### Metal 1

(2 px per µm)
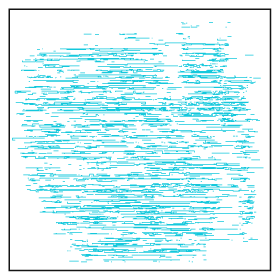
### A small window of the routed layout

Window x 85 to 110, y 85 to 110 µm. Cells in grey, sequential cells in the stronger grey; small squares are vias.
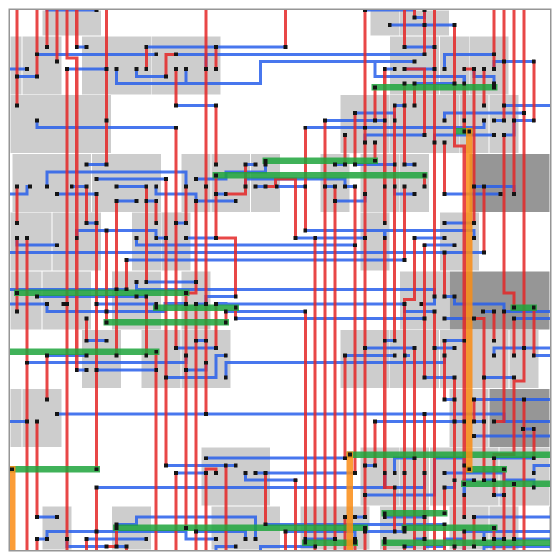
### Selected gate families

(2 px per µm)
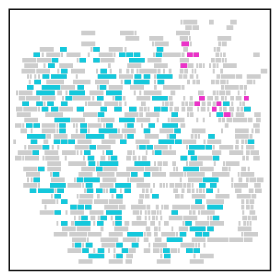
### Track usage over the die

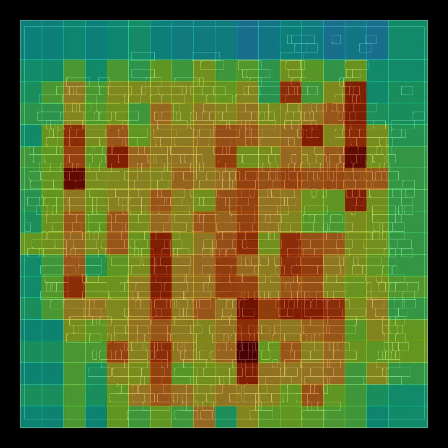
### Sequential cells grouped by signal name

(4 px per µm) Other sequential cells in the stronger grey, the rest of the logic in the fainter grey.
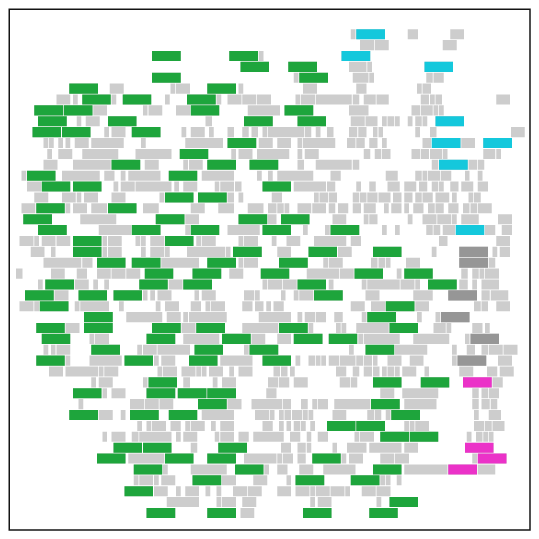
**config.mk**
```make
export PLATFORM = sky130hd
export DESIGN_NAME = dot_frame_source
export DESIGN_NICKNAME = d
export VERILOG_FILES = /design/src/rtl/dot_frame_source.sv
export SDC_FILE = /design/constraint.sdc
export NUM_CORES = 1
export LEC_CHECK = 0
export ABC_CLOCK_PERIOD_IN_PS = 3700
export CAP_MARGIN = 20
export CELL_PAD_IN_SITES_DETAIL_PLACEMENT = 0
export CELL_PAD_IN_SITES_GLOBAL_PLACEMENT = 2
export CORE_UTILIZATION = 43
export DETAILED_ROUTE_END_ITERATION = 10
export PLACE_DENSITY = 0.94
export SLEW_MARGIN = 0
export SYNTH_ARGS = -nofsm -noshare
export SYNTH_HDL_FRONTEND = slang
export SYNTH_SLANG_ARGS = --single-unit
```
**constraint.sdc**
```tcl
create_clock -name clock -period 3.7 [get_ports clock]
set_clock_uncertainty 0.05 [all_clocks]
set_input_delay 0.74 -clock clock [delete_from_list [all_inputs] [get_ports clock]]
set_output_delay 0.74 -clock clock [all_outputs]
set_load 0.01 [all_outputs]
```
**src/rtl/dot_frame_source.sv**
```systemverilog
// Double-buffered row store feeding the dot-matrix scanner, with per-frame horizontal scroll.
// Read latency 1 cycle; wr_ready drops from an accepted wr_last until the next frame boundary swaps banks.
module dot_frame_source #(
    parameter int ROWS       = 8,
    parameter int COLS       = 8,
    parameter int SCROLL_DIV = 16,
    localparam int RW        = (ROWS > 1) ? $clog2(ROWS) : 1
) (
    input  logic            clock,
    input  logic            reset,
    input  logic            wr_valid,
    output logic            wr_ready,
    input  logic [RW-1:0]   wr_row,
    input  logic [COLS-1:0] wr_data,
    input  logic            wr_last,
    input  logic            scroll_en,
    input  logic            rd_en,
    input  logic [RW-1:0]   rd_row,
    output logic [COLS-1:0] rd_data,
    output logic            frame_tick,
    output logic            swap_pending
);
    localparam int OW = (COLS > 1) ? $clog2(COLS) : 1;
    localparam int CW = (SCROLL_DIV > 1) ? $clog2(SCROLL_DIV) : 1;
    localparam logic [RW-1:0] LAST_ROW = RW'(ROWS - 1);
    localparam logic [OW-1:0] LAST_OFS = OW'(COLS - 1);
    localparam logic [CW-1:0] LAST_CNT = CW'(SCROLL_DIV - 1);

    logic [COLS-1:0] bank_q [2][ROWS];
    logic [COLS-1:0] bank_d [2][ROWS];
    logic            front_q, front_d;
    logic            swap_pending_q, swap_pending_d;
    logic [OW-1:0]   offset_q, offset_d;
    logic [CW-1:0]   frame_cnt_q, frame_cnt_d;
    logic [COLS-1:0] rd_data_q, rd_data_d;
    logic            frame_tick_q, frame_tick_d;

    logic            wr_fire;
    logic            boundary;
    logic [COLS-1:0] row_sel;
    logic [COLS-1:0] row_rot;

    always_comb begin
        bank_d         = bank_q;
        front_d        = front_q;
        swap_pending_d = swap_pending_q;
        offset_d       = offset_q;
        frame_cnt_d    = frame_cnt_q;
        rd_data_d      = rd_data_q;
        frame_tick_d   = 1'b0;
        row_sel        = '0;

        wr_fire  = wr_valid && !swap_pending_q;
        boundary = rd_en && (rd_row == LAST_ROW);

        // Rotate toward bit 0: output column c shows stored column (c+offset) mod COLS.
        if (int'(rd_row) < ROWS) begin
            row_sel = bank_q[front_q][rd_row];
        end
        row_rot = (row_sel >> offset_q) | (row_sel << (COLS - int'(offset_q)));

        if (rd_en) begin
            rd_data_d = row_rot;
        end
        frame_tick_d = boundary;

        if (wr_fire && (int'(wr_row) < ROWS)) begin
            bank_d[~front_q][wr_row] = wr_data;
        end
        if (wr_fire && wr_last) begin
            swap_pending_d = 1'b1;
        end

        // A swap pending before this boundary wins over scrolling and restarts the scroll.
        if (boundary) begin
            if (swap_pending_q) begin
                front_d        = ~front_q;
                swap_pending_d = 1'b0;
                offset_d       = '0;
                frame_cnt_d    = '0;
            end else if (scroll_en) begin
                if (frame_cnt_q == LAST_CNT) begin
                    frame_cnt_d = '0;
                    offset_d    = (offset_q == LAST_OFS) ? '0 : offset_q + 1'b1;
                end else begin
                    frame_cnt_d = frame_cnt_q + 1'b1;
                end
            end
        end
    end

    always_ff @(posedge clock) begin
        if (reset) begin
            for (int b = 0; b < 2; b++) begin
                for (int r = 0; r < ROWS; r++) begin
                    bank_q[b][r] <= '0;
                end
            end
            front_q        <= 1'b0;
            swap_pending_q <= 1'b0;
            offset_q       <= '0;
            frame_cnt_q    <= '0;
            rd_data_q      <= '0;
            frame_tick_q   <= 1'b0;
        end else begin
            bank_q         <= bank_d;
            front_q        <= front_d;
            swap_pending_q <= swap_pending_d;
            offset_q       <= offset_d;
            frame_cnt_q    <= frame_cnt_d;
            rd_data_q      <= rd_data_d;
            frame_tick_q   <= frame_tick_d;
        end
    end

    assign wr_ready     = ~swap_pending_q;
    assign swap_pending = swap_pending_q;
    assign rd_data      = rd_data_q;
    assign frame_tick   = frame_tick_q;

endmodule
```
==> run summary <==
result of the run - complete, no violations
CTS H-tree depth - 4
aoi share - 7.50%
placed cell area - 7520 µm²
FP Util - 44.1%
Die H - 130 µm
Slew Limit Fails - 0
min-delay src - bank_q[61]
Synth top cell by count - nor2_1
setup ws final - 787 ps
Tmin final - 2910 ps
CP cell instances - clkdlybuf4s50_1 -> buf_12 -> mux4_1 -> a22oi_1 -> a211oi_1 -> a31o_1 -> a221oi_1 -> or2_1 -> a311oi_1
Worst R2R Setup Slack - 930 ps
Placement Setup Slack - 392 ps
Top cell area share - 41.6%
Critical R2R Launch - front_q
area fraction in mux cells - 29.7%
largest net degree at the start of global routing - 108
element type at the critical path end - flip-flop
Net Sw Power - 0.763 mW
clock buffer depth - 2
Finished Layout Cells - 953
layout net count - 752
Adder Area Share - 0.712%
syn avg cell area - 9.95 µm²
Max IR drop VDD - 0.384 mV
antenna violations before repair - 0
post-route antenna net violation count - 0
placed cell count - 925
setup TNS - 0 ps
Worst path slowest cell - clkdlybuf4s50_1
worst setup path start - rd_row[1]
flop count - 146
register area - 2920 µm²
busiest layer in global routing - met2
mean number of vias per cell - 5.66
Comb power - 0.225 mW
Multi-input comb cells - 503
Die Area - 16900 µm²
Pint - 2.62 mW
Hold Path Sink - bank_q[61]
Post-Syn Nets - 730
most instantiated cells after synthesis - nor2_1, dfxtp_1, mux2i_1
Flops after synth - 146
XORs/XNORs by Area - 0.249%
core area - 15900 µm²
largest family of logic cells by area - multiplexers
wire length on met3 - 780 µm
Layout Utilization - 50.4%
post-route DRC violation count - 0
Worst Path Required - 3900 ps
vias - 5391
initial drt markers - 452
Die Width - 130 µm
multi-input logic portion of the cell area - 47.5%
fill count - 1490
combinational gate area - 3820 µm²
switching portion of total power - 22.6%
flip-flops with a built-in enable - 0
CTS clock-pin slew for the worst setup and hold paths - 60 ps
first-pass GRT wire length - 28900 µm
OpenROAD warning count - 29
fmax - 343 MHz
CLK BUF - 21
FFs w/ async S/R, synth - 0%
Hold Buf Count CTS - 0
Synth Instances - 706
area grow syn2layout - 14.4%
Power, Total - 3.38 mW
CP Buf/Inv Count - 2
non-clock buffer area fraction after layout - 5.85%
Rows - 46
n_taps - 216
Worst Path Max Fanout - 32
startpoint types - input port
Routed WL - 17900 µm
Back to the opening pictures, 'Metal 1':
share of all routed wire = 46%
wire length on this layer = 8140 µm

Back to the opening pictures, 'A small window of the routed layout':
metal 2 -> red
metal 1 -> blue
metal 4 -> orange
metal 3 -> green
sequential cells in the window = 2
most frequent = nand2_1 (8), nor2_1 (7), a21oi_1 (5)
cells with their middle in the window = 53
netlist names of flops here include = rd_data (2)

Back to the opening pictures, 'Selected gate families':
mux cells -> cyan  # cells 164, most used mux2i_1
non-inverting ao/oa cells -> magenta  # cells 10

Back to the opening pictures, 'Track usage over the die':
drt wl/cell: 18.7 µm
met2 Use GR: 37.8%
GR Util All Layers: 22.9%
met1 Use GR: 29.5%

Back to the opening pictures, 'Sequential cells grouped by signal name':
bank_q -> green  # flops 128, where all over the die
rd_data -> cyan  # flops 8, where north-east
frame_cnt_q -> magenta  # flops 4, where south-east
not coloured = 6

==> flip-flops by register name, indices dropped and copies added, names as in the netlist <==
signal,count
frame_tick,1
rd_data,8
front_q,1
swap_pending,1
bank_q,128
frame_cnt_q,4
offset_q,3
==> cells in the final DEF, fill, tap and decap left out, drive strengths merged, types with 5 or more instances in the layout <==
cell type      netlist  routed
nor2b                7       7
nor3                12      12
mux2i              127     127
buf                 12      24
nand2b               7       7
clkdlybuf4s50        0      28
nand3               16      16
o21ai                6       6
mux4                33      33
dfxtp              146     146
nor2               153     153
a31oi                5       5
clkbuf              37      21
nand2               37      37
clkinv               0       5
a22oi                6       6
inv                  8       8
a21oi               26      26
Power and IR drop assume default switching activity.
